[src/rtl/pixel_addr_gen_up.sv]
// ---------------------------------------------------------------------------
// pixel_addr_gen_up
//
// Ascending frame-buffer address generator. After a start request it emits
// addresses 0, 1, ... LAST, one per accepted beat on an out_valid/out_ready
// handshake. It then produces a one-cycle done pulse, bumps the pass counter
// and returns to idle. This is the ascending twin of the descending 1023->0
// address counter.
//
// Parameters:
//   ADDR_W  width of addr
//   LAST    terminal address of a pass (0 <= LAST <= 2^ADDR_W-1)
//   FCNT_W  width of the completed-pass counter
//
// Ports:
//   clk        clock, all state changes on the rising edge
//   reset      asynchronous active-low reset
//   start      request a pass (only looked at while idle)
//   clear      synchronous abort back to idle (frame_cnt is preserved)
//   out_ready  consumer accepts addr this cycle
//   out_valid  addr is valid
//   addr       current pixel address
//   addr_last  out_valid && addr == LAST
//   busy       high while a pass is running or finishing
//   done       one-cycle pulse when a pass completes
//   frame_cnt  number of completed passes, wraps silently
// ---------------------------------------------------------------------------
module pixel_addr_gen_up #(
    parameter int ADDR_W = 10,
    parameter int LAST   = 1023,
    parameter int FCNT_W = 8
) (
    input  logic              clk,
    input  logic              reset,
    input  logic              start,
    input  logic              clear,
    input  logic              out_ready,
    output logic              out_valid,
    output logic [ADDR_W-1:0] addr,
    output logic              addr_last,
    output logic              busy,
    output logic              done,
    output logic [FCNT_W-1:0] frame_cnt
);

    localparam logic [ADDR_W-1:0] LAST_ADDR = ADDR_W'(LAST);

    typedef enum logic [1:0] {
        S_IDLE = 2'd0,
        S_RUN  = 2'd1,
        S_DONE = 2'd2
    } state_t;

    state_t              r_state;
    logic                r_valid;
    logic [ADDR_W-1:0]   r_addr;
    logic                r_busy;
    logic                r_done;
    logic [FCNT_W-1:0]   r_fcnt;

    always_ff @(posedge clk or negedge reset) begin
        if (!reset) begin
            r_state <= S_IDLE;
            r_valid <= 1'b0;
            r_addr  <= '0;
            r_busy  <= 1'b0;
            r_done  <= 1'b0;
            r_fcnt  <= '0;
        end else if (clear) begin
            // Abort: no done pulse and the pass is not counted.
            r_state <= S_IDLE;
            r_valid <= 1'b0;
            r_addr  <= '0;
            r_busy  <= 1'b0;
            r_done  <= 1'b0;
        end else begin
            case (r_state)
                S_IDLE: begin
                    r_valid <= 1'b0;
                    r_addr  <= '0;
                    r_busy  <= 1'b0;
                    r_done  <= 1'b0;
                    if (start) begin
                        r_state <= S_RUN;
                        r_valid <= 1'b1;
                        r_busy  <= 1'b1;
                    end
                end
                S_RUN: begin
                    // Only move on an accepted beat. addr is frozen during a
                    // stall so the consumer always sees a stable value.
                    if (r_valid && out_ready) begin
                        if (r_addr == LAST_ADDR) begin
                            // addr holds LAST through DONE.
                            r_state <= S_DONE;
                            r_valid <= 1'b0;
                            r_done  <= 1'b1;
                            r_fcnt  <= r_fcnt + 1'b1;
                        end else begin
                            r_addr <= r_addr + 1'b1;
                        end
                    end
                end
                S_DONE: begin
                    r_state <= S_IDLE;
                    r_valid <= 1'b0;
                    r_addr  <= '0;
                    r_busy  <= 1'b0;
                    r_done  <= 1'b0;
                end
                default: begin
                    r_state <= S_IDLE;
                    r_valid <= 1'b0;
                    r_addr  <= '0;
                    r_busy  <= 1'b0;
                    r_done  <= 1'b0;
                end
            endcase
        end
    end

    assign out_valid = r_valid;
    assign addr      = r_addr;
    assign busy      = r_busy;
    assign done      = r_done;
    assign frame_cnt = r_fcnt;
    // Decoded from registered state, so it stays glitch-free relative to clk.
    assign addr_last = r_valid && (r_addr == LAST_ADDR);

endmodule

[config.mk]
export PLATFORM = sky130hd
export DESIGN_NAME = pixel_addr_gen_up
export DESIGN_NICKNAME = d
export VERILOG_FILES = /design/src/rtl/pixel_addr_gen_up.sv
export SDC_FILE = /design/constraint.sdc
export NUM_CORES = 1
export LEC_CHECK = 0
export CAP_MARGIN = 0
export CORE_ASPECT_RATIO = 1.2
export CORE_MARGIN = 4
export CORE_UTILIZATION = 44
export CTS_CLUSTER_DIAMETER = 40
export DETAILED_ROUTE_END_ITERATION = 10
export PLACE_DENSITY = 0.75
export SKIP_CTS_REPAIR_TIMING = 1
export SLEW_MARGIN = 5
export SYNTH_ARGS = -nofsm -noshare
export SYNTH_HDL_FRONTEND = slang
export SYNTH_SLANG_ARGS = --single-unit
[constraint.sdc]
create_clock -name clk -period 1.9 [get_ports clk]
set_clock_uncertainty 0.15 [all_clocks]
set_input_delay 0.38 -clock clk [delete_from_list [all_inputs] [get_ports clk]]
set_output_delay 0.38 -clock clk [all_outputs]
set_load 0.05 [all_outputs]
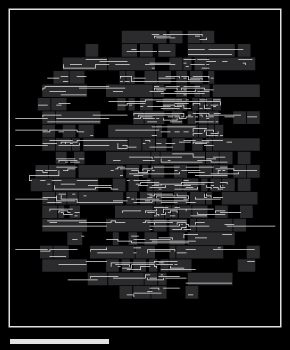
**Above:** run 1 (metal 1).
Bar = 20 microns. Cells faint in the background.
share of all routed wire	43%
main direction	horizontal

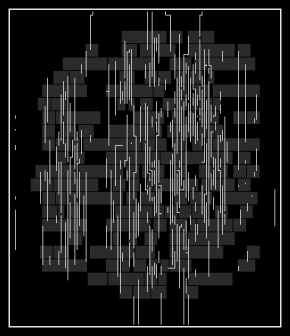
**Above:** run 1 (metal 2).
Cells faint in the background.
wire length on this layer	1400 microns
longest straight run	29.2 microns
main direction	vertical
share of all routed wire	51%
nets with wire on the layer	154

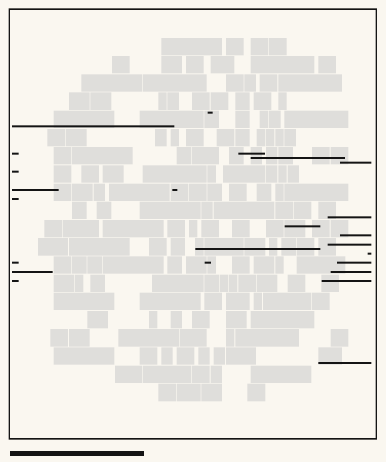
**Above:** run 1 (metal 3).
Bar = 20 microns. Cells faint in the background.
longest straight run	23.9 microns
main direction	horizontal

==> run 1: worst min path at each step <==
stage                           end  slack [ns]
final                          busy        0.16
after global routing           busy        0.15
after CTS                 out_valid        0.27
after detailed placement       busy        0.31
after global placement         busy        0.30
after floorplan             addr[0]       -0.07
==> run 1: logic make-up after synthesis <==
| logic type | synth area share |
|---|---|
| AND-OR/OR-AND | 0.113 |
| adder cells (fa/ha/maj) | 0.0218 |
| buffers and inverters | 0.0196 |
| XOR/XNOR | 0.0763 |
| multiplexers | 0.00981 |
| flip-flops | 0.502 |
| AND/OR/NAND/NOR | 0.257 |
==> run 1: per-layer routing <==
metal	global-route usage	wire (microns)
met2	0.263	1400
met4	0.0467	31
met1	0.213	1170
met3	0.0256	128
met5	0	0
==> GITHUB_STEP_SUMMARY, run 1 <==
### Yosys + OpenROAD results

| Metric | Value |
|---|---|
| Comb group | around 0.00008 W |
| Number of instances in the placed design | about 180 |
| Setup Slack @ Placement | -0.390 ns |
| Boundary pin count | 27 |
| Total inserted antenna cells | 0 |
| Clk Latency, worst-skew pair | around 0.31 ns |
| Number of library cell types mapped by synthesis | 34 |
| Aggregate global-route resource usage | 0.161 |
| Arrival time at the worst endpoint | between 1 and 1.5 ns |
| Port buffer count | 26 |
| Hold slack | 0.158 ns |
| Die y size | ~64 microns |
| Worst path setup slack after routing | -0.0989 ns |
| Pwr per Cell Area | around 480 nW/um^2 |
| Cts bufs inserted | 3 |
| Number of DRC violations after detailed routing | 0 |
| Switching part of the total | 0.239 |
| Outcome | finished, violations left |
| Sequential cell fraction of total power | 0.622 |
| Inserted tap cell count | 33 |
| Top cells by area, synth | sky130_fd_sc_hd__dfrtp_1 50%, sky130_fd_sc_hd__xnor2_1 6.1%, sky130_fd_sc_hd__nand4_1 4.9% |
| Final Max Slew Viols | 0 |
| Critical path required time | 1.37 ns |
| Final setup violation count | 1 |
| Share of the core filled with cells | 0.663 |
| Most numerous logic cells after layout | 42 x sky130_fd_sc_hd__buf_4, 14 x sky130_fd_sc_hd__dfrtp_1, 10 x sky130_fd_sc_hd__nor2_1 |
| Pleak | around 0.76 nW |
| Filler-free cell count of the finished design | a little under 200 |
| Hold Crit Depth | 2 |
| Violations in the final reports | setup timing |
| Power dissipated by switching net loads | about 0.00019 W |
| Share of total power in combinational logic | 0.097 |
| Least-Margin Pin Slew | 0.478 ns |
| Post-synthesis area per instance | ~10 sq um |
| Largest register FFs | 10 |
| Number of antenna-violating nets in the routed design | 0 |
| Max-cap violations | 0 |
| CTS root buffer | sky130_fd_sc_hd__clkbuf_4 |
==> inputs of run 2 (changes only) <==
--- a/config.mk
+++ b/config.mk
@@ -13,7 +13,6 @@
 export DETAILED_ROUTE_END_ITERATION = 10
 export PLACE_DENSITY = 0.75
 export SKIP_CTS_REPAIR_TIMING = 1
-export SLEW_MARGIN = 5
 export SYNTH_ARGS = -nofsm -noshare
 export SYNTH_HDL_FRONTEND = slang
 export SYNTH_SLANG_ARGS = --single-unit
==> constraint.sdc (replaced) <==
create_clock -name clk -period 1.9 [get_ports clk]
set_clock_uncertainty 0.15 [all_clocks]
set_input_delay 0.19 -clock clk [delete_from_list [all_inputs] [get_ports clk]]
set_output_delay 0.19 -clock clk [all_outputs]
set_load 0.05 [all_outputs]
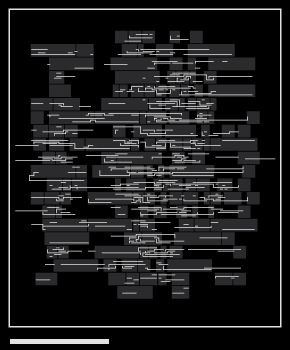
**Above:** run 2 (metal 1).
Bar = 20 microns. Cells faint in the background.
wire length on this layer	1230 microns
share of all routed wire	42%
main direction	horizontal
longest straight run	14.7 microns
nets with wire on the layer	140

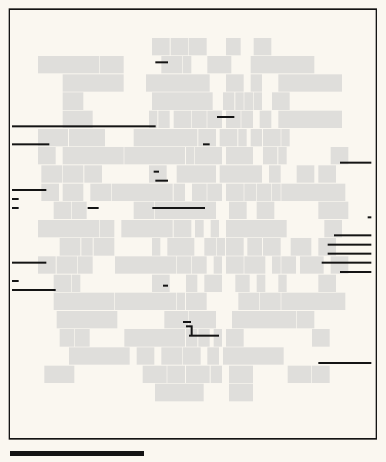
**Above:** run 2 (metal 3).
Bar = 20 microns. Cells faint in the background.
nets with wire on the layer	21
share of all routed wire	3.7%
wire length on this layer	109 microns

==> run 2 against run 1 <==
Against the previous run: combinational power down 9.7%; largest power group unchanged; sequential share of layout area up 0.73 points; fmax up 4.4%; via count up 1.1%; area after synthesis unchanged; the run still ends with setup timing left; wire length up 8.7%; hold slack worse by 0.10 ns; total power down 0.40%; highest routed layer unchanged; critical path depth down 1; first-iteration DRC count up 14%; sequential cell count unchanged; synthesized cell count unchanged.
==> GITHUB_STEP_SUMMARY, run 2 <==
### Yosys + OpenROAD results

| Metric | Value |
|---|---|
| Routed metal-1 wirelength | 1230 microns (+5.1%) |
| CTS root buffer | sky130_fd_sc_hd__clkbuf_4 |
| GR met1 Demand/Resource | 0.210 (-0.00299) |
| Most numerous logic cells after layout | 31 x sky130_fd_sc_hd__buf_4, 15 x sky130_fd_sc_hd__dfrtp_1, 10 x sky130_fd_sc_hd__nor2_1 |
| Gr busiest metal | met2 |
| Number of library cell types mapped by synthesis | 34 (unchanged) |
| Critical path required time | 1.56 ns (+0.19 ns) |
| Met3 routed WL | 108 microns (-16%) |
| Port buffer count | 26 (unchanged) |
| Share of the core filled with cells | 0.649 (-0.0149) |
| Met2 Track Usage GR | 0.290 (+0.0266) |
| Switching part of the total | 0.243 (+0.00357) |
| Violations in the final reports | setup timing |
| Final setup violation count | 1 (unchanged) |
| Met2 Wirelength | 1580 microns (+13%) |
| Post-synthesis area per instance | 10.3 sq um (unchanged) |
| Outcome | finished, violations left |
| Worst path setup slack after routing | -0.0149 ns (+0.0840 ns) |
| Yosys xor share | 0.0763 (unchanged) |
| Dominant comb cell | simple AND/OR/NAND/NOR gates |
| Cts bufs inserted | 3 (unchanged) |
| Setup Slack @ Placement | -0.226 ns (+0.164 ns) |
| Met3 global-route usage | 0.0233 (-0.00233) |
| Comb group | 0.0000704 W (-9.7%) |
| Boundary pin count | 27 (unchanged) |
| Aggregate global-route resource usage | 0.169 (+0.00838) |
| Total inserted antenna cells | 0 (unchanged) |
| Pwr per Cell Area | 487 nW/um^2 (+1.9%) |
| Number of antenna-violating nets in the routed design | 0 (unchanged) |
| Max-cap violations | 0 (unchanged) |
| Final Max Slew Viols | 0 (unchanged) |
| Die y size | 63.9 microns (unchanged) |
| Power dissipated by switching net loads | 0.000194 W (+1.1%) |
| Top cells by area, synth | sky130_fd_sc_hd__dfrtp_1 50%, sky130_fd_sc_hd__xnor2_1 6.1%, sky130_fd_sc_hd__nand4_1 4.9% |
| Simple logic cell fraction of the synthesized area | 0.257 (unchanged) |
| Largest register FFs | 10 (unchanged) |
| Least-Margin Pin Slew | 0.497 ns (+0.0193 ns) |
| Adder-cell share of the synthesized area | 0.0218 (unchanged) |
## run 2: cell counts after synthesis
Identical to the previous run, type by type.
## run 2: critical path, cell delays in order, from the launching register on
cell and delay, ns:
sky130_fd_sc_hd__dfrtp_2 0.41, sky130_fd_sc_hd__nand4_1 0.25, sky130_fd_sc_hd__nor3_4 0.29, sky130_fd_sc_hd__and2_4 0.18
sky130_fd_sc_hd__buf_12 0.13
## run 2: final cells by class
type	instances	area (sq um)
clock buffer	4	26.3
tap	33	41.3
timing repair buffer	45	393
inverter	1	3.75
fill	204	888
multi-input combinational	84	589
sequential	23	586
## run 2: metrics by stage
stage               TNS (ns)  std cells
floorplan             -0.208        111
global placement       -1.12        177
detailed placement     -1.39        177
CTS                   -0.244        181
global route         -0.0991        190
finish               -0.0149        190
==> inputs of run 3 (changes only) <==
--- a/config.mk
+++ b/config.mk
@@ -7,11 +7,12 @@
 export LEC_CHECK = 0
 export CAP_MARGIN = 0
 export CORE_ASPECT_RATIO = 1.2
-export CORE_MARGIN = 4
+export CORE_MARGIN = 3
 export CORE_UTILIZATION = 44
 export CTS_CLUSTER_DIAMETER = 40
 export DETAILED_ROUTE_END_ITERATION = 10
 export PLACE_DENSITY = 0.75
+export SETUP_SLACK_MARGIN = 0.1
 export SKIP_CTS_REPAIR_TIMING = 1
 export SYNTH_ARGS = -nofsm -noshare
 export SYNTH_HDL_FRONTEND = slang
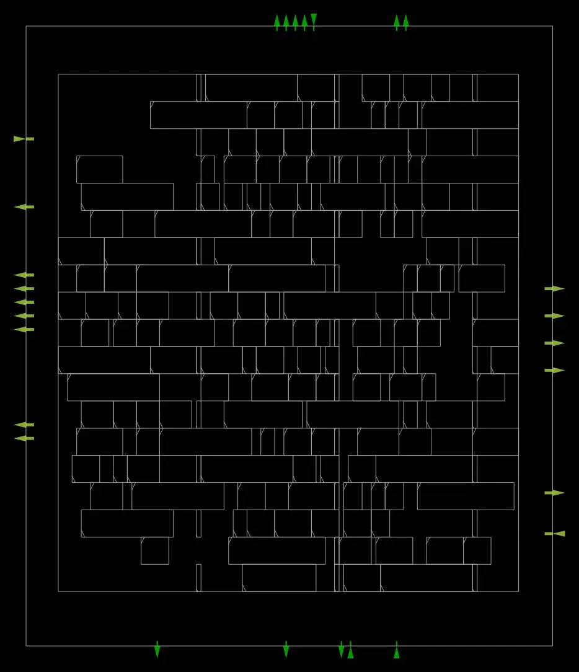
**Above:** run 3 (cell outlines without signal wires).
floorplan core area: 2380 sq um
flip-flop and latch share of the layout cell area: 0.370
num rows: 19
count of flip-flops and latches: 23

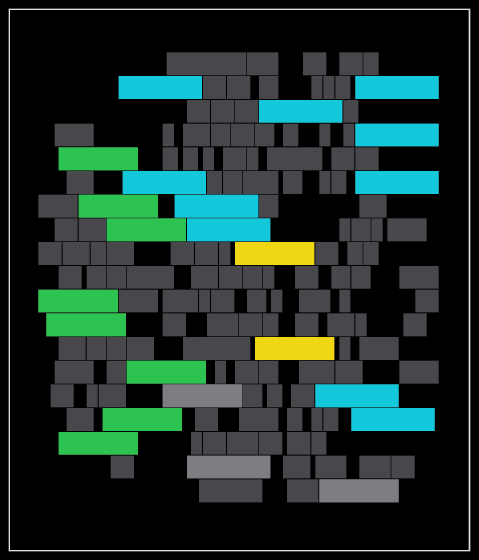
**Above:** run 3 (register map, names as in the netlist).
Other sequential cells in the stronger gray, the rest of the logic in the fainter gray.
color	signal	sequential cells
cyan	addr	10
yellow	r_state	2
green	frame_cnt	8
not colored	3

==> run 3 against run 2 <==
Against the previous run: the flow now finishes without violations; via count fell by 1.3%; wire length decreased by 8.6%; largest cell class is now registers; critical endpoint unchanged; first-iteration DRC count fell by 8.0%; sequential cell count unchanged; area after synthesis stayed put; clock power shrank 3%.
==> GITHUB_STEP_SUMMARY, run 3 <==
### Yosys + OpenROAD results

| Metric | Value |
|---|---|
| Pleak | about 0.79 nW |
| Largest register FFs | 10 (unchanged) |
| Final setup violation count | 0 (-1) |
| Simple logic cell fraction of the synthesized area | 0.257 (unchanged) |
| Met3 global-route usage | 0.0358 (+0.0125) |
| Register Area | 589 sq um (+0.64%) |
| Remaining Overflow, GRT | 0 |
| Number of antenna-violating nets in the routed design | 0 (unchanged) |
| Chip area | about 3300 sq um |
| Min-Delay Path Class | input pin to asynchronous set/reset pin |
| Most numerous logic cell after layout | sky130_fd_sc_hd__buf_4 |
| GR met1 Demand/Resource | 0.199 (-0.0102) |
| Yosys xor share | 0.0763 (unchanged) |
| CTS root buffer | sky130_fd_sc_hd__clkbuf_4 |
| Comb gate area | 583 sq um (-1.1%) |
| Filler-free cell count of the finished design | 181 (-4.7%) |
| Adder-cell share of the synthesized area | 0.0218 (unchanged) |
| Critical path startpoint category | flop |
| Fillcell total | 199 (-2.5%) |
| Layout cell share with drive strength beyond 1 | 0.333 |
| Boundary pin count | 27 (unchanged) |
| Met2 Wirelength | 1410 microns (-11%) |
| Detailed placer's ending HPWL | ~1900 microns |
| Aggregate global-route resource usage | 0.179 (+0.00936) |
| Unrepaired setup endpoints after global routing | yes |
| Final nets | ~160 |
| Top cells by area, synth | sky130_fd_sc_hd__dfrtp_1 50%, sky130_fd_sc_hd__xnor2_1 6.1%, sky130_fd_sc_hd__nand4_1 4.9% |
| Met3 routed WL | 198 microns (+83%) |
| Top layer reached by signal wires | met4 |
| Comb group | 0.0000683 W (-3.0%) |
| Critical path required time | 1.56 ns (about the same) |
| Placement Cell Area | between 1000 and 1500 sq um |
| Gr busiest metal | met2 |
| Pwr per Cell Area | 497 nW/um^2 (+2.0%) |
| Overall power consumption | just under 0.0008 W |
| Die y size | 61.9 microns (-3.1%) |
| Max frequency | around 530 MHz |
| Worst path setup slack after routing | 0.00653 ns (+0.0214 ns) |
| Post-synthesis area per instance | 10.3 sq um (unchanged) |
| Flops & latches, synth | 23 |
| Outcome | finished, final reports clean |
| Initial antenna violation count | 0 |
| Cts bufs inserted | 3 (unchanged) |
| Area grow syn2layout | 38.8% |
| Average wire per cell in the routed design | approximately 15 microns |
| Dominant comb cell | simple AND/OR/NAND/NOR gates |
| Met2 Track Usage GR | 0.324 (+0.0345) |
| Crit path max fanout | 9 |
| Power dissipated by switching net loads | 0.000188 W (-3.0%) |
| Port buffer count | 26 (unchanged) |
| Number of warning messages in the logs | 28 |
| Switching part of the total | 0.238 (-0.00515) |
| # clock sinks | 23 |
| Number of library cell types mapped by synthesis | 34 (unchanged) |
| Share of the core filled with cells | 0.670 (+0.0215) |
| Number of instances in the synthesized netlist | around 110 |
| Max-cap violations | 0 (unchanged) |
| Final Max Slew Viols | 0 (unchanged) |
| Most numerous logic cells after layout | 24 x sky130_fd_sc_hd__buf_4, 12 x sky130_fd_sc_hd__dfrtp_1, 11 x sky130_fd_sc_hd__dfrtp_2 |
| Setup Slack @ Placement | -0.206 ns (+0.0197 ns) |
| Number of DRC violations after detailed routing | 0 |
| Routed metal-1 wirelength | 1030 microns (-16%) |
| Number of instances in the placed design | 171 (-3.4%) |
| Final total negative setup slack | 0 ns (+0.0149 ns) |
| Least-Margin Pin Slew | 0.515 ns (+0.0177 ns) |
| H-tree depth reported by CTS | 1 |
| Total inserted antenna cells | 0 (unchanged) |
| Total via count in the routed design | around 1100 |
==> run 3: cell counts after synthesis <==
Identical to the previous run, type by type.
==> run 3: logic make-up after synthesis <==
logic type / after synthesis
mux: 1
fa+ha+maj: 2
simple gates: 52
buf+inv: 4
flops: 23
compound gates: 19
xor+xnor: 10
==> run 3: worst max-delay path, cell delays in order, from the launching register on <==
cell                      delay, ns
sky130_fd_sc_hd__dfrtp_2       0.42
sky130_fd_sc_hd__ha_4          0.18
sky130_fd_sc_hd__nand3_4       0.15
sky130_fd_sc_hd__nor3_2        0.17
sky130_fd_sc_hd__and2_2        0.19
sky130_fd_sc_hd__buf_12        0.13
==> run 3: cell type report <==
type,instances,area share
well taps,31,0.0244
repair buffers,38,0.221
multi-input cells,84,0.366
clock buffers,4,0.0165
flip-flops and latches,23,0.370
inverters,1,0.00236
Power and IR drop assume default switching activity.
